$ cat config.mk
export PLATFORM = sky130hd
export DESIGN_NAME = tone_sequencer
export DESIGN_NICKNAME = d
export VERILOG_FILES = /design/src/rtl/tone_sequencer.sv
export SDC_FILE = /design/constraint.sdc
export NUM_CORES = 1
export LEC_CHECK = 0
export ABC_AREA = 1
export CORE_MARGIN = 4
export CORE_UTILIZATION = 40
export DETAILED_ROUTE_END_ITERATION = 16
export PLACE_DENSITY = 0.65
export SETUP_SLACK_MARGIN = 0.4
export SYNTH_ARGS = -nofsm -noshare
export SYNTH_HDL_FRONTEND = slang
export SYNTH_SLANG_ARGS = --single-unit
$ cat constraint.sdc
create_clock -name clk -period 4.55 [get_ports clk]
set_clock_uncertainty 0.15 [all_clocks]
set_input_delay 0.91 -clock clk [delete_from_list [all_inputs] [get_ports clk]]
set_output_delay 0.91 -clock clk [all_outputs]
set_load 0.02 [all_outputs]
$ cat src/rtl/tone_sequencer.sv
// Step sequencer that plays a pattern of notes as generator register writes.
// Host writes share the same port and always win it.
module tone_sequencer #(
    parameter int unsigned STEPS   = 8,
    parameter int unsigned TEMPO_W = 16,
    localparam int unsigned SW     = $clog2(STEPS)
) (
    input  logic               clk,
    input  logic               rst,
    input  logic               run,
    input  logic [TEMPO_W-1:0] tempo,
    input  logic [SW-1:0]      last_step,
    input  logic               pat_we,
    input  logic [SW-1:0]      pat_addr,
    input  logic [11:0]        pat_data,
    input  logic               host_strobe,
    input  logic [2:0]         host_address,
    input  logic [4:0]         host_data,
    output logic               write_strobe,
    output logic [2:0]         address,
    output logic [4:0]         data,
    output logic [SW-1:0]      step_o,
    output logic               busy
);

    typedef enum logic [2:0] {StIdle, StWrPer, StWrVol, StWrEn, StWait, StStop} state_e;

    state_e               state_q, state_d;
    logic [SW-1:0]        step_q, step_d;
    logic [TEMPO_W-1:0]   cnt_q, cnt_d;
    logic [11:0]          cur_entry_q, cur_entry_d;
    logic [11:0]          pat_mem [STEPS];
    logic                 seq_issue;
    logic [2:0]           seq_addr;
    logic [4:0]           seq_data;
    logic [TEMPO_W-1:0]   tempo_last;

    // A tempo of 0 behaves as 1.
    assign tempo_last = (tempo == '0) ? '0 : tempo - 1'b1;

    always_comb begin
        state_d     = state_q;
        step_d      = step_q;
        cnt_d       = cnt_q;
        cur_entry_d = cur_entry_q;
        seq_issue   = 1'b0;
        seq_addr    = 3'b000;
        seq_data    = 5'b00000;
        unique case (state_q)
            StIdle: begin
                if (run) begin
                    state_d     = StWrPer;
                    step_d      = '0;
                    cur_entry_d = pat_mem[0];
                end
            end
            StWrPer: begin
                if (!run) begin
                    state_d = StStop;
                end else begin
                    seq_addr  = 3'b000;
                    seq_data  = cur_entry_q[11:7];
                    seq_issue = !host_strobe;
                    if (seq_issue) state_d = StWrVol;
                end
            end
            StWrVol: begin
                if (!run) begin
                    state_d = StStop;
                end else begin
                    seq_addr  = 3'b010;
                    seq_data  = {1'b0, cur_entry_q[6:3]};
                    seq_issue = !host_strobe;
                    if (seq_issue) state_d = StWrEn;
                end
            end
            StWrEn: begin
                if (!run) begin
                    state_d = StStop;
                end else begin
                    seq_addr  = 3'b101;
                    seq_data  = {2'b00, cur_entry_q[2:0]};
                    seq_issue = !host_strobe;
                    if (seq_issue) begin
                        state_d = StWait;
                        cnt_d   = '0;
                    end
                end
            end
            StWait: begin
                // The gap counter runs regardless of host traffic.
                if (!run) begin
                    state_d = StStop;
                end else if (cnt_q == tempo_last) begin
                    step_d      = (step_q >= last_step) ? '0 : step_q + 1'b1;
                    state_d     = StWrPer;
                    cur_entry_d = pat_mem[step_d];
                end else begin
                    cnt_d = cnt_q + 1'b1;
                end
            end
            StStop: begin
                seq_addr  = 3'b101;
                seq_data  = 5'b00000;
                seq_issue = !host_strobe;
                if (seq_issue) begin
                    state_d = StIdle;
                    step_d  = '0;
                end
            end
            default: state_d = StIdle;
        endcase
    end

    always_ff @(posedge clk or posedge rst) begin
        if (rst) begin
            state_q     <= StIdle;
            step_q      <= '0;
            cnt_q       <= '0;
            cur_entry_q <= '0;
        end else begin
            state_q     <= state_d;
            step_q      <= step_d;
            cnt_q       <= cnt_d;
            cur_entry_q <= cur_entry_d;
        end
    end

    // Entry reads above see the pre-write contents on a same-edge write.
    always_ff @(posedge clk or posedge rst) begin
        if (rst) begin
            for (int i = 0; i < STEPS; i++) pat_mem[i] <= '0;
        end else if (pat_we) begin
            pat_mem[pat_addr] <= pat_data;
        end
    end

    always_ff @(posedge clk or posedge rst) begin
        if (rst) begin
            write_strobe <= 1'b0;
            address      <= 3'b000;
            data         <= 5'b00000;
        end else if (host_strobe) begin
            write_strobe <= 1'b1;
            address      <= host_address;
            data         <= host_data;
        end else if (seq_issue) begin
            write_strobe <= 1'b1;
            address      <= seq_addr;
            data         <= seq_data;
        end else begin
            write_strobe <= 1'b0;
        end
    end

    assign step_o = step_q;
    assign busy   = (state_q != StIdle);

endmodule

### Clock network drawn from the DEF, run 1

Scale bar: 50 um.
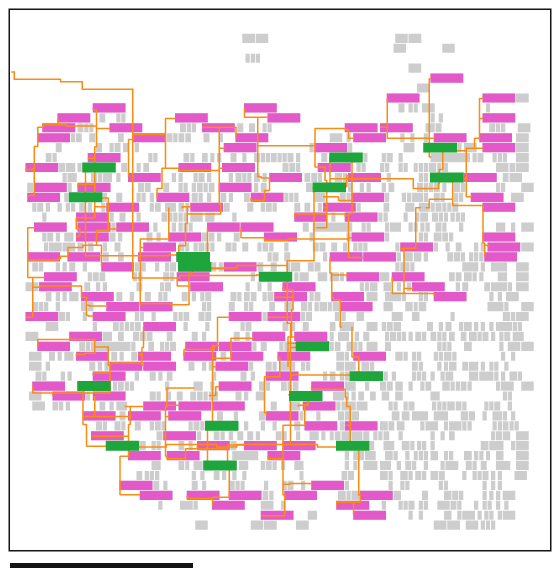
Magenta shows flip-flops, count 139. Orange shows clock wires, length 1870 um. Green shows clock drivers, count 17.
There are 18 routed clock nets.

### Routing congestion, run 1

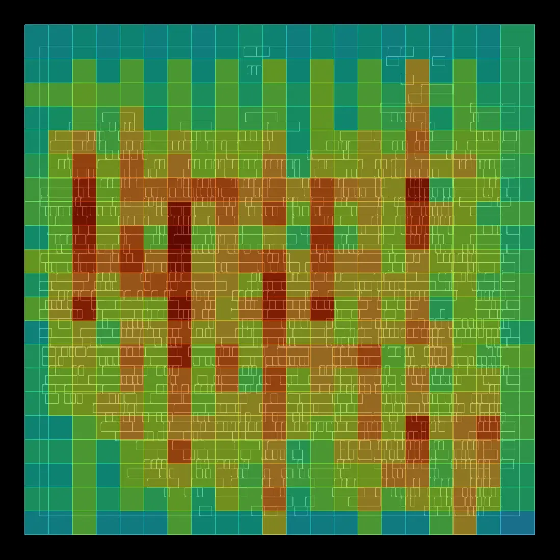
met1 usage: 26.50%
Finished Core Util: 48.81%
gr busiest metal: met2
average wire per standard cell: 14.58 um

### Sequential cells colored by netlist name, run 1

Other sequential cells in the stronger gray, the rest of the logic in the fainter gray.
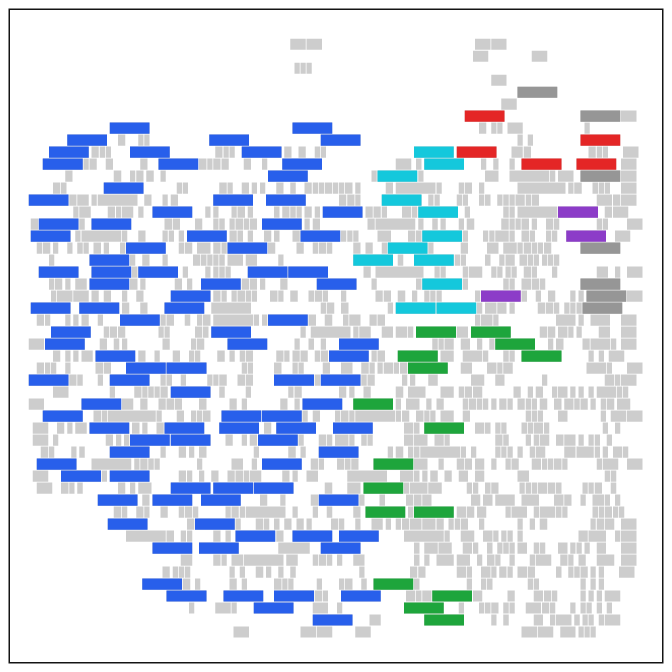
Blue shows pat_mem, placed flops 96. Purple shows state_q, placed flops 3. Red shows data, placed flops 5, where top right. Green shows cnt_q, placed flops 16. Cyan shows cur_entry_q, placed flops 12.
Another 7 sequential cells are not colored.

==> run 1: path summary, 6_finish.rpt <==
| path | end | cells past startpoint |
|---|---|---|
| max | cur_entry_q[2]$_DFFE_PP0P_ | 16 |
| min | pat_mem[56]$_DFFE_PP0P_ | 2 |
| max reg2reg | cur_entry_q[3]$_DFFE_PP0P_ | 15 |
| min reg2reg | pat_mem[56]$_DFFE_PP0P_ | 2 |
| max in group asynchronous | state_q[0]$_DFFE_PP0P_ | 3 |
| min in group asynchronous | pat_mem[21]$_DFFE_PP0P_ | 2 |
==> run 1: registers in the layout, summed over array words and instances (netlist names) <==
name	flops
address	3
cnt_q	16
cur_entry_q	12
data	5
pat_mem	96
state_q	3
step_o	3
write_strobe	1
==> results.txt, run 1 <==
fresh numbers from the pnr run: outcome completed, root buffer cell clkbuf_16, Fin Hold WS 0.3271 ns, Tapcell Cnt 260, met1 WL 9577 um, clk cell area share 6.653%, CTS H-Tree Depth 4, slowest CP cell clkdlybuf4s50_1, pre-CTS WS 0.7041 ns, Cell Type Count 38, nets 1184, Area growth, synth to finish 18.28%, CTS tree yes, Synth Seq Share 44.47%, Log Warnings 26, row cnt 50, I/O Buffers 59, Critical Path Start tempo[0], RSZ-0062 raised after global routing false, sequential share of power 35.3%, Top pwr grp registers, synth top area cells dfrtp_1 44%, nand2_1 16%, o21ai_0 9.1%
==> run 2: changes to the inputs <==
--- a/config.mk
+++ b/config.mk
@@ -9,7 +9,7 @@
 export CORE_MARGIN = 4
 export CORE_UTILIZATION = 40
 export DETAILED_ROUTE_END_ITERATION = 16
-export PLACE_DENSITY = 0.65
+export PLACE_DENSITY = 0.63
 export SETUP_SLACK_MARGIN = 0.4
 export SYNTH_ARGS = -nofsm -noshare
 export SYNTH_HDL_FRONTEND = slang
==> constraint.sdc (replaced) <==
create_clock -name clk -period 3.5 [get_ports clk]
set_clock_uncertainty 0.15 [all_clocks]
set_input_delay 0.7 -clock clk [delete_from_list [all_inputs] [get_ports clk]]
set_output_delay 0.7 -clock clk [all_outputs]
set_load 0.02 [all_outputs]
### Ports around the boundary, run 2

Pins as bars across the die edge, other pins in gray.
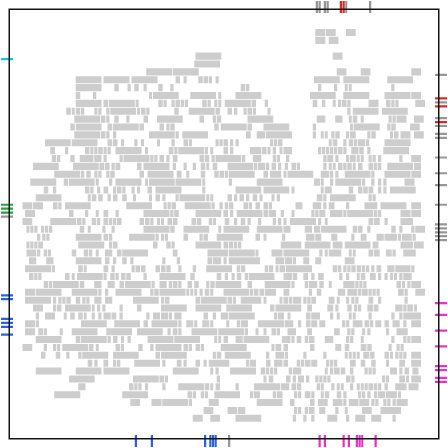
Red shows data, pins 5, direction output, edge 3 right, 2 top. Magenta shows tempo, pins 16, direction input, edge 8 right, 8 bottom. Blue shows pat_data, pins 12, direction input, edge 6 left, 6 bottom. Green shows pat_addr, pins 3, direction input, edge left. Cyan shows clk, pins 1, direction input, edge left.
All pins by edge: 26 right, 15 bottom, 11 left, 8 top.

==> results.txt, run 2 <==
fresh numbers from the pnr run: I/O Buffers 59, max FFs per register 96, CTS tree yes, clk cell area share 6.001%, Tapcell Cnt 260, Fin Hold WS 0.3267 ns, Finished Core Util 49.27%, Area growth, synth to finish 19.40%, Worst Hold End address[1]$_DFFE_PP0P_, largest registers pat_mem x96, cnt_q x16, cur_entry_q x12, Synth Seq Share 44.47%, RSZ-0062 raised after global routing false, met1 usage 25.95%, outcome completed, average wire per standard cell 14.88 um, met1 WL 9556 um, pre-CTS WS 0.007786 ns, crit path capture cur_entry_q[8]$_DFFE_PP0P_, CTS H-Tree Depth 4, sequential share of power 36.6%, root buffer cell clkbuf_16, Critical Path Start tempo[1]
## run 2: power by group through the flow
stage | sequential (mW) | combinational (mW) | clock (mW)
2_1_floorplan | 2.13 | 1.32 | 0
3_3_place_gp | 2.16 | 1.94 | 0
3_5_place_dp | 2.16 | 1.96 | 0
4_1_cts | 2.14 | 1.98 | 1.75
5_1_grt | 2.18 | 2.26 | 1.82
6_report | 2.14 | 1.99 | 1.73
## run 2: critical path, cell delays in order
cell and delay [ns]:
clkdlybuf4s50_1 0.43, inv_1 0.07, ha_2 0.22, nand3_4 0.14, nor2_4 0.19, nand2_8 0.15, nand4_1 0.13, nand2_1 0.08
nor2_1 0.11, nand2_1 0.07, nor2_1 0.16, nand3_2 0.12, nand2_2 0.16, buf_6 0.18, nand3_1 0.09, nand2_1 0.07
Power is estimated from default activity; no workload was simulated.
